`src/rtl/fpga_transmitter_if.sv`:
```
// Handshake bundle between the word source/partner side and the serial link transmitter.
// master drives the request and acknowledge lines; slave is the transmitter.
interface fpga_transmitter_if #(
  parameter int WIDTH = 8
);
  logic             start;
  logic [WIDTH-1:0] data_in;
  logic             acknowledge;
  logic             send;
  logic             finish;
  logic             data_out;
  logic             busy;
  logic             done;
  logic             error;

  modport master (
    output start, data_in, acknowledge,
    input  send, finish, data_out, busy, done, error
  );

  modport slave (
    input  start, data_in, acknowledge,
    output send, finish, data_out, busy, done, error
  );
endinterface

```
`src/rtl/fpga_transmitter.sv`:
```
// Transmit side of the board-to-board link: opens a session, serialises a word
// MSB-first with one send/acknowledge handshake per bit, then closes the session.
module fpga_transmitter #(
  parameter int WIDTH       = 8,
  parameter int ACK_TIMEOUT = 255
) (
  input  logic                clock,
  input  logic                reset,
  fpga_transmitter_if.slave   link
);
  localparam int CNT_W = $clog2(WIDTH + 1);
  localparam int TMO_W = $clog2(ACK_TIMEOUT + 1);
  localparam logic [CNT_W-1:0] BIT_CNT_INIT = CNT_W'(WIDTH);
  localparam logic [CNT_W-1:0] BIT_CNT_ONE  = CNT_W'(1);
  localparam logic [CNT_W-1:0] BIT_CNT_ZERO = CNT_W'(0);
  localparam logic [TMO_W-1:0] TMO_ONE      = TMO_W'(1);
  localparam logic [TMO_W-1:0] TMO_ZERO     = TMO_W'(0);
  localparam logic [TMO_W-1:0] TMO_LAST     = TMO_W'(ACK_TIMEOUT - 1);

  typedef enum logic [3:0] {
    S_IDLE      = 4'd0,
    S_OPEN      = 4'd1,
    S_OPEN_WAIT = 4'd2,
    S_SETUP     = 4'd3,
    S_BIT       = 4'd4,
    S_BIT_WAIT  = 4'd5,
    S_FIN       = 4'd6,
    S_FIN_WAIT  = 4'd7,
    S_DONE      = 4'd8
  } state_t;

  state_t           state_r, state_s;
  logic [WIDTH-1:0] shift_r, shift_s;
  logic [CNT_W-1:0] bit_cnt_r, bit_cnt_s;
  logic [TMO_W-1:0] tmo_cnt_r, tmo_cnt_s;
  logic             ack_meta_r, ack_sync_r, ack_dly_r;
  logic             ack_seen_s, tmo_hit_s, timeout_s;
  logic             in_wait_r_s, in_wait_next_s;
  logic             send_r, finish_r, data_out_r, busy_r, done_r, error_r;
  logic             send_s, finish_s, data_out_s, busy_s, done_s;

  assign ack_seen_s = ack_sync_r & ~ack_dly_r;
  assign tmo_hit_s  = (tmo_cnt_r == TMO_LAST);

  // Two-flop synchroniser plus edge detector on the partner's acknowledge pulse.
  always_ff @(posedge clock or posedge reset) begin
    if (reset) begin
      ack_meta_r <= 1'b0;
      ack_sync_r <= 1'b0;
      ack_dly_r  <= 1'b0;
    end else begin
      ack_meta_r <= link.acknowledge;
      ack_sync_r <= ack_meta_r;
      ack_dly_r  <= ack_sync_r;
    end
  end

  // Next-state, datapath and next-output logic; outputs are registered below.
  always_comb begin
    state_s   = state_r;
    shift_s   = shift_r;
    bit_cnt_s = bit_cnt_r;
    timeout_s = 1'b0;
    case (state_r)
      S_IDLE: begin
        if (link.start) begin
          shift_s   = link.data_in;
          bit_cnt_s = BIT_CNT_INIT;
          state_s   = S_OPEN;
        end else begin
          state_s   = S_IDLE;
        end
      end
      S_OPEN:  state_s = S_OPEN_WAIT;
      S_SETUP: state_s = S_BIT;
      S_BIT:   state_s = S_BIT_WAIT;
      S_FIN:   state_s = S_FIN_WAIT;
      S_DONE:  state_s = S_IDLE;
      S_OPEN_WAIT, S_BIT_WAIT, S_FIN_WAIT: begin
        // A synchronised ack in the limit cycle still counts as a response.
        if (ack_seen_s) begin
          if (state_r == S_OPEN_WAIT) begin
            state_s = S_SETUP;
          end else if (state_r == S_FIN_WAIT) begin
            state_s = S_DONE;
          end else begin
            shift_s   = shift_r << 1'b1;
            bit_cnt_s = bit_cnt_r - BIT_CNT_ONE;
            state_s   = (bit_cnt_s == BIT_CNT_ZERO) ? S_FIN : S_SETUP;
          end
        end else if (tmo_hit_s) begin
          timeout_s = 1'b1;
          state_s   = S_IDLE;
        end else begin
          state_s   = state_r;
        end
      end
      default: state_s = S_IDLE;
    endcase

    in_wait_r_s    = (state_r == S_OPEN_WAIT) || (state_r == S_BIT_WAIT) || (state_r == S_FIN_WAIT);
    in_wait_next_s = (state_s == S_OPEN_WAIT) || (state_s == S_BIT_WAIT) || (state_s == S_FIN_WAIT);
    if (in_wait_r_s && in_wait_next_s) begin
      tmo_cnt_s = tmo_cnt_r + TMO_ONE;
    end else begin
      tmo_cnt_s = TMO_ZERO;
    end

    send_s   = (state_s == S_OPEN) || (state_s == S_BIT);
    finish_s = (state_s == S_FIN);
    done_s   = (state_s == S_DONE);
    busy_s   = (state_s != S_IDLE);
    // The bit is presented in SETUP and held until its acknowledge is consumed.
    case (state_s)
      S_SETUP:           data_out_s = shift_s[WIDTH-1];
      S_BIT, S_BIT_WAIT: data_out_s = data_out_r;
      default:           data_out_s = 1'b0;
    endcase
  end

  // State, datapath and registered outputs.
  always_ff @(posedge clock or posedge reset) begin
    if (reset) begin
      state_r    <= S_IDLE;
      shift_r    <= '0;
      bit_cnt_r  <= BIT_CNT_ZERO;
      tmo_cnt_r  <= TMO_ZERO;
      send_r     <= 1'b0;
      finish_r   <= 1'b0;
      data_out_r <= 1'b0;
      busy_r     <= 1'b0;
      done_r     <= 1'b0;
      error_r    <= 1'b0;
    end else begin
      state_r    <= state_s;
      shift_r    <= shift_s;
      bit_cnt_r  <= bit_cnt_s;
      tmo_cnt_r  <= tmo_cnt_s;
      send_r     <= send_s;
      finish_r   <= finish_s;
      data_out_r <= data_out_s;
      busy_r     <= busy_s;
      done_r     <= done_s;
      error_r    <= timeout_s;
    end
  end

  assign link.send     = send_r;
  assign link.finish   = finish_r;
  assign link.data_out = data_out_r;
  assign link.busy     = busy_r;
  assign link.done     = done_r;
  assign link.error    = error_r;
endmodule

```
`src/flat_wrapper.sv`:
```
// flat-port wrapper written by rule: the top's interface ports become plain ports
module fpga_transmitter_flat 
#(
  parameter int WIDTH       = 8,
  parameter int ACK_TIMEOUT = 255
)
  (clock, reset, link_start, link_data_in, link_acknowledge, link_send, link_finish, link_data_out, link_busy, link_done, link_error);
  fpga_transmitter_if #(.WIDTH(WIDTH)) link_i ();
  input  logic clock;
  input  logic reset;
  input wire logic [$bits(link_i.start)-1:0] link_start;
  input wire logic [$bits(link_i.data_in)-1:0] link_data_in;
  input wire logic [$bits(link_i.acknowledge)-1:0] link_acknowledge;
  output wire logic [$bits(link_i.send)-1:0] link_send;
  output wire logic [$bits(link_i.finish)-1:0] link_finish;
  output wire logic [$bits(link_i.data_out)-1:0] link_data_out;
  output wire logic [$bits(link_i.busy)-1:0] link_busy;
  output wire logic [$bits(link_i.done)-1:0] link_done;
  output wire logic [$bits(link_i.error)-1:0] link_error;
  assign link_i.start = link_start;
  assign link_i.data_in = link_data_in;
  assign link_i.acknowledge = link_acknowledge;
  assign link_send = link_i.send;
  assign link_finish = link_i.finish;
  assign link_data_out = link_i.data_out;
  assign link_busy = link_i.busy;
  assign link_done = link_i.done;
  assign link_error = link_i.error;
  fpga_transmitter #(.WIDTH(WIDTH), .ACK_TIMEOUT(ACK_TIMEOUT)) u_core (.clock(clock), .reset(reset), .link(link_i));
endmodule
```
`config.mk`:
```
export PLATFORM = sky130hd
export DESIGN_NAME = fpga_transmitter_flat
export DESIGN_NICKNAME = d
export VERILOG_FILES = /design/src/rtl/fpga_transmitter_if.sv /design/src/rtl/fpga_transmitter.sv /design/src/flat_wrapper.sv
export SDC_FILE = /design/constraint.sdc
export NUM_CORES = 1
export LEC_CHECK = 0
export CAP_MARGIN = 20
export CORE_MARGIN = 10
export CORE_UTILIZATION = 55
export DETAILED_ROUTE_END_ITERATION = 16
export PLACE_DENSITY = 0.78
export SLEW_MARGIN = 20
export SYNTH_ARGS = -nofsm -noshare
export SYNTH_HDL_FRONTEND = slang
export SYNTH_SLANG_ARGS = --single-unit
```
`constraint.sdc`:
```
create_clock -name clock -period 2.95 [get_ports clock]
set_clock_uncertainty 0.1 [all_clocks]
set_input_delay 0.7375 -clock clock [delete_from_list [all_inputs] [get_ports clock]]
set_output_delay 0.7375 -clock clock [all_outputs]
set_load 0.01 [all_outputs]
```
### Congestion heat map

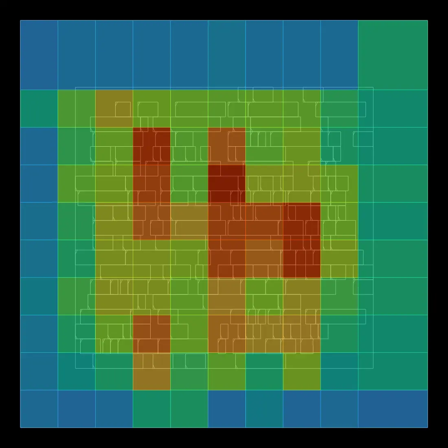
busiest grt layer: met2
M2 GR Usage: 21.24%
final design utilization: 67.18%
met1 Track Usage GR: 14.98%

### Supply network

Scale: 4 px per um. Pins as bars on the die edge.
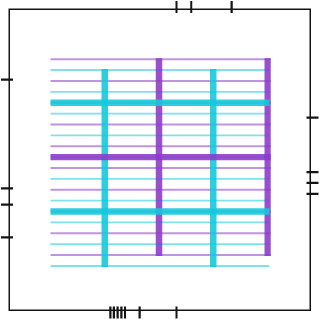
| color | net |
|---|---|
| cyan | VSS |
| purple | VDD |
signal pins: 18
met4 straps: 4
met1 rails: 20
rows: 19

## critical path, delay by kind of cell (launching register included)
kind,cells,cell delay [ns]
AND/OR/NAND/NOR,2,0.49
flip-flops,1,0.53
AND-OR/OR-AND,3,0.73
multiplexers,1,0.41
## state kept, by name, summed over array words and instances (netlist names)
signal and flops:
u_core.ack_dly_r 1, u_core.shift_r 8, u_core.ack_sync_r 1, u_core.bit_cnt_r 4, u_core.link.send 1, u_core.tmo_cnt_r 8
u_core.link.done 1, u_core.link.busy 1, u_core.link.data_out 1, u_core.link.error 1, u_core.link.finish 1, u_core.ack_meta_r 1
u_core.state_r 4
## layout make-up
type	instances	area share, %
Clock buffer	8	2.567
Inverter	18	3.555
Multi-Input combinational cell	94	37.85
Sequential cell	33	43.45
Tap cell	31	2.041
Timing Repair Buffer	21	10.53
==> flow_summary.yaml <==
# synthesis and place-and-route metrics
timing:
  report.final.slew_viol_count: 0
  fmax_ghz: 0.4178
  max_slew_margin_pct: 63.38
  hold_viol_final: 0
  finalWorstSetupSlack_ns: 0.5563
  setup_viol: 0
  whs_ns: 0.2546
  tightest_slew_ns: 0.5494
  rsz0062_at_grt: "no"
  fin_crit_ns: 2.394
detailed_routing:
  avgViaCountPerCell: 5.766
  drc: 0
  vias: 1182
  drtIter0Drc: 156
  drt.antenna.violating_nets: 0
  wl_um: 3169
  met2_length_um: 1605
global_route:
  grt_max_degree: 34
  grt_overflow: 0
  antenna_found_initial: 0
  track_usage_pct: 12.69
  grt_pass1_vias: 1222
place:
  numPortBuffers: 17
  hpwl_um: 2297
  dp_slack_ns: 0.3237
  placed_cell_area_sq_um: 1852
  gp_congestion: 0.8984
  dp_cells: 197
floorplan:
  die_h_um: 74.86
  ios: 18
  num_rows: 19
  coreArea_sq_um: 2829
power_and_ir_drop:
  peakVddDrop_mv: 0.4473
  leakage_uw: 0.0008622
  power_clock_uw: 236
  clock_power_share_pct: 14.1
  p_switching_uw: 681.6
  seq_cell_power_uw: 710
  p_comb_share_pct: 43.5
  p_per_area_nw_per_um2: 882.1
  power.group.top: "combinational logic"
  powerComb_uw: 730
  p_sw_share_pct: 40.66
logic_synthesis:
  xor_area_share_pct: 4.233
  yosys_warnings: 0
  yosysMostFrequentCell: "dfrtp_1"
  yosysChipArea_sq_um: 1655
  edf_count: 0
  synth_cell_types: 46
  netlist_area_sq_um: 1655
  yosys_cells: 152
  simple_gate_share_pct: 20.41
  top_cells_by_count: "33 x dfrtp_1, 16 x inv_1, 8 x nor3_2"
  top_logic_kind: "simple AND/OR/NAND/NOR gates"
  ys_sh_mux_pct: 2.041
final_layout:
  comb_area_sq_um: 719.4
  layout.nets: 189
  mostFrequentLayoutCells: "33 x dfrtp_1, 17 x clkdlybuf4s50_1, 16 x inv_1"
  syn2layout_area_growth_pct: 14.81
  drive_gt1_share_pct: 15.52
  instances_no_fill: 205
critical_path:
  cp-endpoint: "u_core.tmo_cnt_r[5]$_DFF_PP0_"
  r2r_start: "u_core.state_r[0]$_DFF_PP0_"
  reg2regPathDepth: 6
  path_cells: "or3b_1, a21o_1, a21oi_2, o211ai_2, mux2i_4, nor3_2"
  slowest_stage: "dfrtp_1"
  cpPeakStageDelay_ns: 0.53
  path_class: "reg -> reg"
  r2r-end: "u_core.tmo_cnt_r[5]$_DFF_PP0_"
  critPathRequiredTime_ns: 3.04
job:
  warnings: 28
  max_cap_violations: 0
clocking:
  cts_sinks: 33
  cts-buffers-inserted: 5
  cts-root-buf: "clkbuf_4"
  clk_pin_slew_ns: 0.09
  cts_tree: "done"
  clock_path_buffers: 2
  htree_num_levels: 2
min_path:
  holdPathStages: 0
status:
  status: "completed"
